--- src/rtl/maze_game_ctrl.sv ---
// maze_game_ctrl: game sequencer for the maze mini-game.
//
// Owns the game FSM, the player cell index, the accepted-move counter and the countdown timer.
// Each direction request is checked against the maze edges and the open-cell bitmap.
//
// Ports:
//   CLK, RESET            - system clock; synchronous active-high reset
//   up/down/left/right    - debounced direction levels (rising edges act)
//   ctrl                  - debounced start/restart/abort level (rising edge acts)
//   pausesw               - pause switch level
//   maze_state            - cell bitmap, bit i = cell i, 1 = open
//   pos                   - current cell index (row*COLS+col)
//   game_state            - 0=IDLE 1=PLAY 2=PAUSE 3=WIN 4=LOSE
//   time_left             - remaining seconds
//   moves                 - accepted-move count, saturating at 1023
//   solved / failed       - one-cycle pulses on entry to WIN / LOSE
//
// Build option: define MAZE_AUTOREPEAT_EN to repeat a held direction every REPEAT_DIV cycles.

module maze_game_ctrl #(
  parameter int unsigned COLS       = 18,
  parameter int unsigned ROWS       = 11,
  parameter int unsigned START_POS  = 19,
  parameter int unsigned GOAL_POS   = 178,
  parameter int unsigned TICK_DIV   = 100000000,
  parameter int unsigned TIME_LIMIT = 99,
  parameter int unsigned REPEAT_DIV = 25000000
) (
  input  logic                 CLK,
  input  logic                 RESET,
  input  logic                 up,
  input  logic                 down,
  input  logic                 left,
  input  logic                 right,
  input  logic                 ctrl,
  input  logic                 pausesw,
  input  logic [ROWS*COLS-1:0] maze_state,
  output logic [7:0]           pos,
  output logic [2:0]           game_state,
  output logic [6:0]           time_left,
  output logic [9:0]           moves,
  output logic                 solved,
  output logic                 failed
);

  localparam logic [7:0]  ColsP    = 8'(COLS);
  localparam logic [7:0]  LastCol  = 8'(COLS - 1);
  localparam logic [7:0]  LastRow  = 8'((ROWS - 1) * COLS);
  localparam logic [7:0]  StartP   = 8'(START_POS);
  localparam logic [7:0]  StartCol = 8'(START_POS % COLS);
  localparam logic [7:0]  GoalP    = 8'(GOAL_POS);
  localparam logic [31:0] TickMax  = 32'(TICK_DIV - 1);
  localparam logic [6:0]  TimeInit = 7'(TIME_LIMIT);

  typedef enum logic [2:0] {
    StIdle  = 3'd0,
    StPlay  = 3'd1,
    StPause = 3'd2,
    StWin   = 3'd3,
    StLose  = 3'd4
  } state_e;

  state_e      state_q, state_d;
  logic [7:0]  pos_q, pos_d;
  logic [7:0]  col_q, col_d;  // column tracked alongside pos to avoid a divider
  logic [9:0]  moves_q, moves_d;
  logic [6:0]  time_q, time_d;
  logic [31:0] presc_q, presc_d;
  logic        solved_q, failed_q;
  logic [3:0]  dir_prev_q;    // {up, down, left, right}
  logic        ctrl_prev_q;
  logic        armed_q;       // low for the first cycle after reset so held buttons make no edge

  logic [3:0]  dir_lvl, dir_edge, move_req;
  logic        ctrl_edge;
  logic [7:0]  cand, cand_col;
  logic        move_ok;
  logic        tick;

  assign dir_lvl   = {up, down, left, right};
  assign dir_edge  = dir_lvl & ~dir_prev_q & {4{armed_q}};
  assign ctrl_edge = ctrl & ~ctrl_prev_q & armed_q;
  assign tick      = (presc_q == TickMax);

`ifdef MAZE_AUTOREPEAT_EN
  localparam logic [31:0] RepMax = 32'(REPEAT_DIV - 1);

  logic [31:0] rep_cnt_q;
  logic [3:0]  rep_dir_q;  // direction pattern armed by an edge in PLAY; 0 = nothing armed
  logic        rep_fire;

  assign rep_fire = (state_q == StPlay) && (rep_dir_q != 4'd0) && (dir_lvl == rep_dir_q) &&
                    (rep_cnt_q == RepMax);
  assign move_req = dir_edge | (rep_fire ? dir_lvl : 4'd0);

  always_ff @(posedge CLK) begin
    if (RESET) begin
      rep_cnt_q <= '0;
      rep_dir_q <= '0;
    end else if (state_q == StPlay && dir_edge != 4'd0) begin
      rep_cnt_q <= '0;
      rep_dir_q <= dir_lvl;
    end else if (state_q != StPlay || dir_lvl != rep_dir_q) begin
      rep_cnt_q <= '0;
      rep_dir_q <= '0;
    end else if (rep_dir_q != 4'd0) begin
      rep_cnt_q <= (rep_cnt_q == RepMax) ? 32'd0 : rep_cnt_q + 32'd1;
    end
  end
`else
  assign move_req = dir_edge;

  // REPEAT_DIV only has meaning in the auto-repeat build.
  if (REPEAT_DIV == 0) begin : g_repeat_div_unused
  end
`endif

  // Candidate cell and legality; priority up > down > left > right.
  always_comb begin
    cand     = pos_q;
    cand_col = col_q;
    move_ok  = 1'b0;
    if (move_req[3]) begin
      cand    = pos_q - ColsP;
      move_ok = (pos_q >= ColsP);
    end else if (move_req[2]) begin
      cand    = pos_q + ColsP;
      move_ok = (pos_q < LastRow);
    end else if (move_req[1]) begin
      cand     = pos_q - 8'd1;
      cand_col = col_q - 8'd1;
      move_ok  = (col_q != 8'd0);
    end else if (move_req[0]) begin
      cand     = pos_q + 8'd1;
      cand_col = col_q + 8'd1;
      move_ok  = (col_q != LastCol);
    end
    if (move_ok && !maze_state[cand]) begin
      move_ok = 1'b0;
    end
  end

  always_comb begin
    state_d = state_q;
    pos_d   = pos_q;
    col_d   = col_q;
    moves_d = moves_q;
    time_d  = time_q;
    presc_d = presc_q;
    case (state_q)
      StIdle: begin
        if (ctrl_edge) begin
          state_d = StPlay;
          pos_d   = StartP;
          col_d   = StartCol;
          moves_d = '0;
          time_d  = TimeInit;
          presc_d = '0;
        end
      end
      StPlay: begin
        if (ctrl_edge) begin
          state_d = StIdle;
        end else if (pos_q == GoalP) begin
          state_d = StWin;
        end else if (pausesw) begin
          state_d = StPause;
        end else begin
          if (move_ok) begin
            pos_d = cand;
            col_d = cand_col;
            if (moves_q != 10'd1023) begin
              moves_d = moves_q + 10'd1;
            end
          end
          presc_d = tick ? 32'd0 : presc_q + 32'd1;
          if (tick && time_q != 7'd0) begin
            time_d = time_q - 7'd1;
            // A goal move landing on the expiring tick still wins next cycle.
            if (time_q == 7'd1 && !(move_ok && cand == GoalP)) begin
              state_d = StLose;
            end
          end
        end
      end
      StPause: begin
        if (ctrl_edge) begin
          state_d = StIdle;
        end else if (!pausesw) begin
          state_d = StPlay;
        end
      end
      StWin, StLose: begin
        if (ctrl_edge) begin
          state_d = StIdle;
        end
      end
      default: state_d = StIdle;
    endcase
  end

  always_ff @(posedge CLK) begin
    if (RESET) begin
      state_q     <= StIdle;
      pos_q       <= StartP;
      col_q       <= StartCol;
      moves_q     <= '0;
      time_q      <= TimeInit;
      presc_q     <= '0;
      solved_q    <= 1'b0;
      failed_q    <= 1'b0;
      dir_prev_q  <= '0;
      ctrl_prev_q <= 1'b0;
      armed_q     <= 1'b0;
    end else begin
      state_q     <= state_d;
      pos_q       <= pos_d;
      col_q       <= col_d;
      moves_q     <= moves_d;
      time_q      <= time_d;
      presc_q     <= presc_d;
      solved_q    <= (state_d == StWin) && (state_q != StWin);
      failed_q    <= (state_d == StLose) && (state_q != StLose);
      dir_prev_q  <= dir_lvl;
      ctrl_prev_q <= ctrl;
      armed_q     <= 1'b1;
    end
  end

  assign pos        = pos_q;
  assign game_state = state_q;
  assign time_left  = time_q;
  assign moves      = moves_q;
  assign solved     = solved_q;
  assign failed     = failed_q;

endmodule

--- config.mk ---
export PLATFORM = sky130hd
export DESIGN_NAME = maze_game_ctrl
export DESIGN_NICKNAME = d
export VERILOG_FILES = /design/src/rtl/maze_game_ctrl.sv
export SDC_FILE = /design/constraint.sdc
export NUM_CORES = 1
export LEC_CHECK = 0
export ABC_AREA = 1
export CAP_MARGIN = 20
export CELL_PAD_IN_SITES_DETAIL_PLACEMENT = 1
export CELL_PAD_IN_SITES_GLOBAL_PLACEMENT = 1
export CORE_UTILIZATION = 33
export CTS_CLUSTER_SIZE = 8
export DETAILED_ROUTE_END_ITERATION = 6
export PLACE_DENSITY = 0.87
export SYNTH_ARGS = -nofsm -noshare
export SYNTH_HDL_FRONTEND = slang
export SYNTH_SLANG_ARGS = --single-unit
export TNS_END_PERCENT = 10
--- constraint.sdc ---
create_clock -name CLK -period 8.9 [get_ports CLK]
set_input_delay 1.78 -clock CLK [delete_from_list [all_inputs] [get_ports CLK]]
set_output_delay 1.78 -clock CLK [all_outputs]
set_load 0.01 [all_outputs]
run_1/flops_by_reg.png
Other sequential cells in the stronger grey, the rest of the logic in the fainter grey.
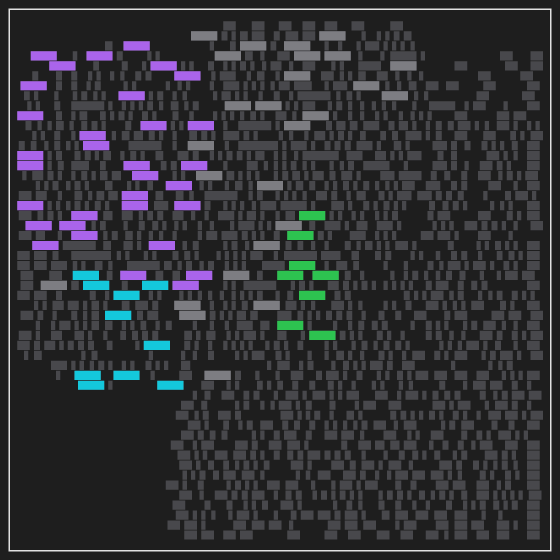
moves -> cyan  # flops 10, where west
pos -> green  # flops 8, where centre
presc_q -> purple  # flops 32

run_1/congestion.png
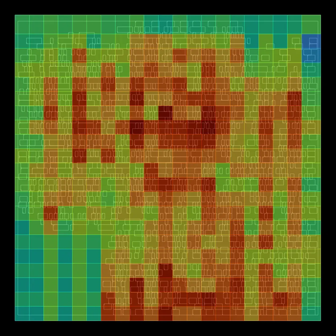
GRT Util Overall: 27.5%
GR Layer Usage met1: 32.7%
final core occ: 47.8%

run_1/sizes.png
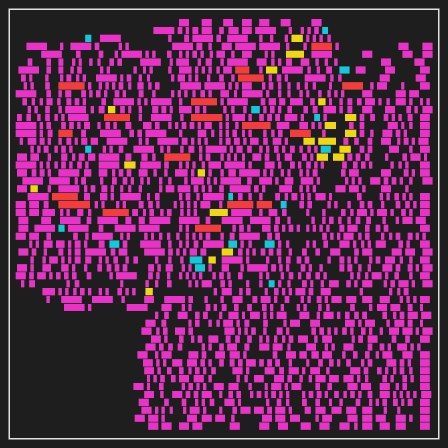
_0 and _1 cells -> magenta  # cells 1,359, share 96%
_3 and _4 cells -> yellow  # cells 20, share 1.4%
_2 cells -> cyan  # cells 16, share 1.1%
_6 and larger -> red  # cells 18, share 1.3%

run_1/cell_density.png
15 x 15 tiles, from black (low) to pale yellow (high), 0 to 100% covered.
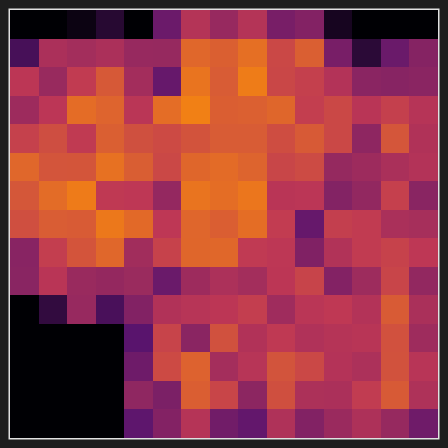
mean over tiles = 44%
emptiest ninth of the die = south-west
fullest tile = 71%
nearly empty tiles = 10%

==> Changelog: implementation, run 1 <==
### Changed

- Critical Path End: pos[1]$_SDFFE_PP1P_
- Die Wd: 147 um
- Grt ovf: 0
- Placed insts: between 1,500 and 2,000
- Share of cells above drive strength 1: 3.82%
- Non-clk invs: 126
- Post-Syn Instances: 1,209
- Worst-path cell chain: clkdlybuf4s50_1 > nand2_1 > nor2_4 > nor2_8 > nand2_4 > nand2_4 > nand2_4 > nand2_1 > nand3_1 > nand3_1 > nand3_1 > nand2_1 > nor2_1 > nand2_1 > nand3_1 > nand2_1 > nand2_1 > nand3_2 > nand2_4 > nand2_1 > a21oi_1 > o21ai_1
- Fin area: approximately 9800 um2
- Top logic family: simple AND/OR/NAND/NOR gates
- Main flop type: dfxtp_1
- RSZ-0062 raised after global routing: no
- Core area: 20,400 um2
- Core Rows: between 50 and 60
- Final antenna diode count: 1
- Hold Path Class: reg -> reg
- Achievable Freq: 187 MHz
- Number of I/O port buffers: 235
- P_comb: 0.521 mW
- Critical Path RT: around 9 ns
- Crit path DAT: 5.56 ns
- Status: completed
- Vias/cell: 5.29
- Clk sinks: 76
- Power Dens Cells: 133 nW/um2
- Register area: roughly 1500 um2
- Leakage: 4.15 nW
- Yosys cell count: 1,209
- Maximum VDD drop: 0.148 mV
- Hold Path Sink: presc_q[22]$_SDFFE_PP0P_
- Final ANT Viol Nets: 0
- Post-synth seq share: about 22%
- Setup bufs post-CTS: 0
- Flop share of the area: 15.6%
- Fin worst setup slack: 3.55 ns
- Initial drt markers: 426
- Max-slew headroom: 32.7%
- Clock Pin Slew Worst Setup and Hold Paths: approximately 0.060 ns
- Synth-to-layout area growth: 40.6%
- Metal2 WL: 15,100 um
- # clk buffers: 11
- Yosys top cell area share: 21.9%
- CP top delay family: simple AND/OR/NAND/NOR gates
- Commonest Layout Cell: nand2_1
- Asr flop ratio synth: 0%
- Largest reg by FF count: presc_q
- Synthesized cell area: 6950 um2
- Longest Clk Path Bufs: 2
- Startpoint Class: input port
- First-pass GRT wire length: 47,500 um
- Slew @ Worst Pin: 1.01 ns
- Wire length per cell: between 15 and 20 um
- Placed instance area: 9400 um2
- Compound Share, Synth: 9.13%
- Signal buffers: around 240
run_1/placement_by_type.png
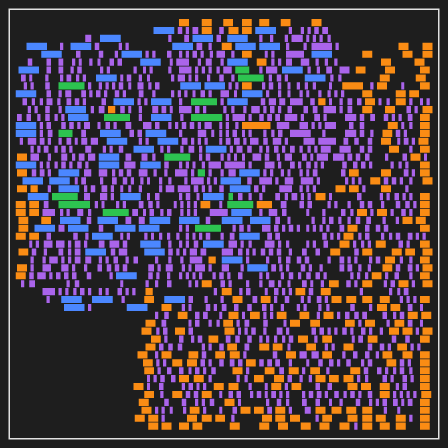

==> run 1 -> run 2 <==
--- a/config.mk
+++ b/config.mk
@@ -9,10 +9,10 @@
 export CAP_MARGIN = 20
 export CELL_PAD_IN_SITES_DETAIL_PLACEMENT = 1
 export CELL_PAD_IN_SITES_GLOBAL_PLACEMENT = 1
-export CORE_UTILIZATION = 33
+export CORE_UTILIZATION = 28
 export CTS_CLUSTER_SIZE = 8
 export DETAILED_ROUTE_END_ITERATION = 6
-export PLACE_DENSITY = 0.87
+export PLACE_DENSITY = 0.79
 export SYNTH_ARGS = -nofsm -noshare
 export SYNTH_HDL_FRONTEND = slang
 export SYNTH_SLANG_ARGS = --single-unit
==> constraint.sdc (replaced) <==
create_clock -name CLK -period 4.65 [get_ports CLK]
set_input_delay 0.93 -clock CLK [delete_from_list [all_inputs] [get_ports CLK]]
set_output_delay 0.93 -clock CLK [all_outputs]
set_load 0.01 [all_outputs]
run_2/placement_by_type.png
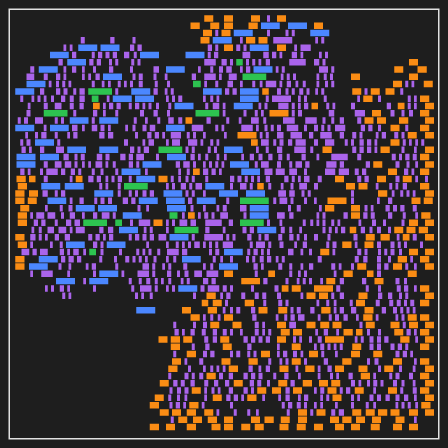
remaining buffers and delay cells -> orange  # cells 259, share of their area 27%
sequential cells -> blue  # cells 76, share of their area 16%
clock drivers and dummy loads -> green  # cells 16, share of their area 3.2%
combinational and other logic -> purple  # cells 1,079, share of their area 54%

==> run 2 against run 1 <==
  * Clock skew fell by 0.00077 ns
  * Combinational power rose by 98%
  * Design area rose by 2.0%
  * Hold slack got worse by 0.012 ns
  * Global-route usage fell by 4.2 points
  * Critical path type unchanged
  * Largest power group unchanged
==> Changelog: implementation, run 2 <==
### Changed

- Power Dens Cells: 246 nW/um2 (+85%)
- Critical Path RT: 4.88 ns (-4.23 ns)
- Vias/cell: 5.03 (-5.0%)
- Slew @ Worst Pin: 0.694 ns (-0.317 ns)
- Placed instance area: 9670 um2 (+2.9%)
- Number of I/O port buffers: 235 (unchanged)
- Setup bufs post-CTS: 0 (unchanged)
- Largest reg by FF count: presc_q
- GRT Util Overall: 23.4% (-4.2 points)
- Largest area class, layout: combinational gates
- Worst-path cell chain: clkdlybuf4s50_1 > nand3_4 > nand2_4 > nand3_2 > nand2_4 > buf_4 > nand2_1 > nand3_1 > nand3_1 > nand3_1 > nand2_1 > nor2_1 > nand2_1 > nand3_1 > nand2_1 > nand2_1 > nand3_2 > nand2_4 > nand2_1 > o21ai_0 > nor2_1
- P_comb: 1.03 mW (+98%)
- Max-slew headroom: 53.7% (+21 points)
- Hold Path Class: reg -> reg
- Startpoint Class: input port
- Post-Syn Instances: 1,209 (unchanged)
- Final core occ: 41.0% (-6.8 points)
- GR Layer Usage met1: 28.6% (-4.1 points)
- # clk buffers: 9 (-2)
- Fin worst setup slack: 0.556 ns (-2.99 ns)
- Share of cells above drive strength 1: 4.97% (+1.1 points)
- Maximum VDD drop: 0.227 mV (+53%)
- Final antenna diode count: 0 (-1)
- Commonest Layout Cell: nand2_1
- Wire length per cell: 16.9 um (-6.3%)
- Main flop type: dfxtp_1
- Clock Pin Slew Worst Setup and Hold Paths: 0.07 ns (about the same)
- Longest Clk Path Bufs: 2 (unchanged)
- Asr flop ratio synth: 0% (unchanged)
- Crit path DAT: 4.32 ns (-1.24 ns)
- Grt ovf: 0 (unchanged)
- Leakage: 4.22 nW (+1.6%)
- Top logic family: simple AND/OR/NAND/NOR gates
- Placed insts: 1,738 (+4.3%)
- Yosys top cell area share: 21.9% (unchanged)
- Dpl ws: 0.240 ns
- Fin area: 9970 um2 (+2.0%)
- Critical Path End: pos[5]$_SDFFE_PP0P_
- Status: completed
- Post-synth seq share: 21.9% (unchanged)
- First-pass GRT wire length: 48,300 um (+1.6%)
- Non-clk invs: 126 (unchanged)
- Compound Share, Synth: 9.13% (unchanged)
- Flop share of the area: 15.3% (-0.31 points)
- CP top delay family: simple AND/OR/NAND/NOR gates
- Signal buffers: 259 (+6.6%)
- Synthesized cell area: 6950 um2 (unchanged)
- Synth-to-layout area growth: 43.4%
==> run 2 -> run 3 <==
--- a/config.mk
+++ b/config.mk
@@ -6,7 +6,7 @@
 export NUM_CORES = 1
 export LEC_CHECK = 0
 export ABC_AREA = 1
-export CAP_MARGIN = 20
+export CAP_MARGIN = 15
 export CELL_PAD_IN_SITES_DETAIL_PLACEMENT = 1
 export CELL_PAD_IN_SITES_GLOBAL_PLACEMENT = 1
 export CORE_UTILIZATION = 28
run_3/congestion.png
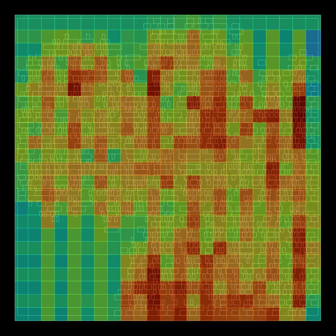
met3 GRT Util: 3.86%
most used routing layer: met2
GRT Util Overall: 23.4%

==> run 3 against run 2 <==
  * Synthesized cell count is the same
  * Hold slack is the same
  * Cell count is the same
  * Via count is the same
  * Largest cell class unchanged
  * Routed wire length is the same
  * Area after synthesis is the same
==> Changelog: implementation, run 3 <==
### Changed

- CP top delay family: simple AND/OR/NAND/NOR gates
- Fin area: 9970 um2 (unchanged)
- Non-clk invs: 126 (unchanged)
- Compound Share, Synth: 9.13% (unchanged)
- Longest Clk Path Bufs: 2 (unchanged)
- Crit path DAT: 4.32 ns (about the same)
- Critical Path End: pos[5]$_SDFFE_PP0P_
- P_comb: 1.03 mW (about the same)
- Maximum VDD drop: 0.227 mV (unchanged)
- Leakage: 4.22 nW (unchanged)
- Commonest Layout Cell: nand2_1
- Asr flop ratio synth: 0% (unchanged)
- Yosys top cell area share: 21.9% (unchanged)
- Synth-to-layout area growth: 43.4% (unchanged)
- Mux area share: 0%
- Largest reg by FF count: presc_q
- Worst-path cell chain: clkdlybuf4s50_1 > nand3_4 > nand2_4 > nand3_2 > nand2_4 > buf_4 > nand2_1 > nand3_1 > nand3_1 > nand3_1 > nand2_1 > nor2_1 > nand2_1 > nand3_1 > nand2_1 > nand2_1 > nand3_2 > nand2_4 > nand2_1 > o21ai_0 > nor2_1
- Placed insts: 1,738 (unchanged)
- Largest area class, layout: combinational gates
- GR Layer Usage met1: 28.6% (unchanged)
- Synthesized cell area: 6950 um2 (unchanged)
- Placed instance area: 9670 um2 (unchanged)
- Status: completed
- Power Dens Cells: 246 nW/um2 (unchanged)
- Flip-flops: between 70 and 80
- Hold Path Class: reg -> reg
- Critical Path RT: 4.88 ns (about the same)
- Post-Syn Instances: 1,209 (unchanged)
- Final antenna diode count: 0 (unchanged)
- Share of cells above drive strength 1: 4.97% (unchanged)
- Slew @ Worst Pin: 0.694 ns (unchanged)
- Signal buffers: 259 (unchanged)
- First-pass GRT wire length: 48,300 um (unchanged)
- Flop share of the area: 15.3% (unchanged)
- Vertical die size: between 150 and 200 um
- # clk buffers: 9 (unchanged)
- Number of I/O port buffers: 235 (unchanged)
- Tool warning count: 32
- Synth area leader: dfxtp_1
- Startpoint Class: input port
- Fin worst setup slack: 0.556 ns (unchanged)
- Dpl ws: 0.240 ns (unchanged)
- Clock Pin Slew Worst Setup and Hold Paths: 0.07 ns (about the same)
- Wire length per cell: 16.9 um (unchanged)
- Post-synth seq share: 21.9% (unchanged)
- Grt ovf: 0 (unchanged)
- Final core occ: 41.0% (unchanged)
- Vias/cell: 5.03 (unchanged)
Power and IR drop assume default switching activity.
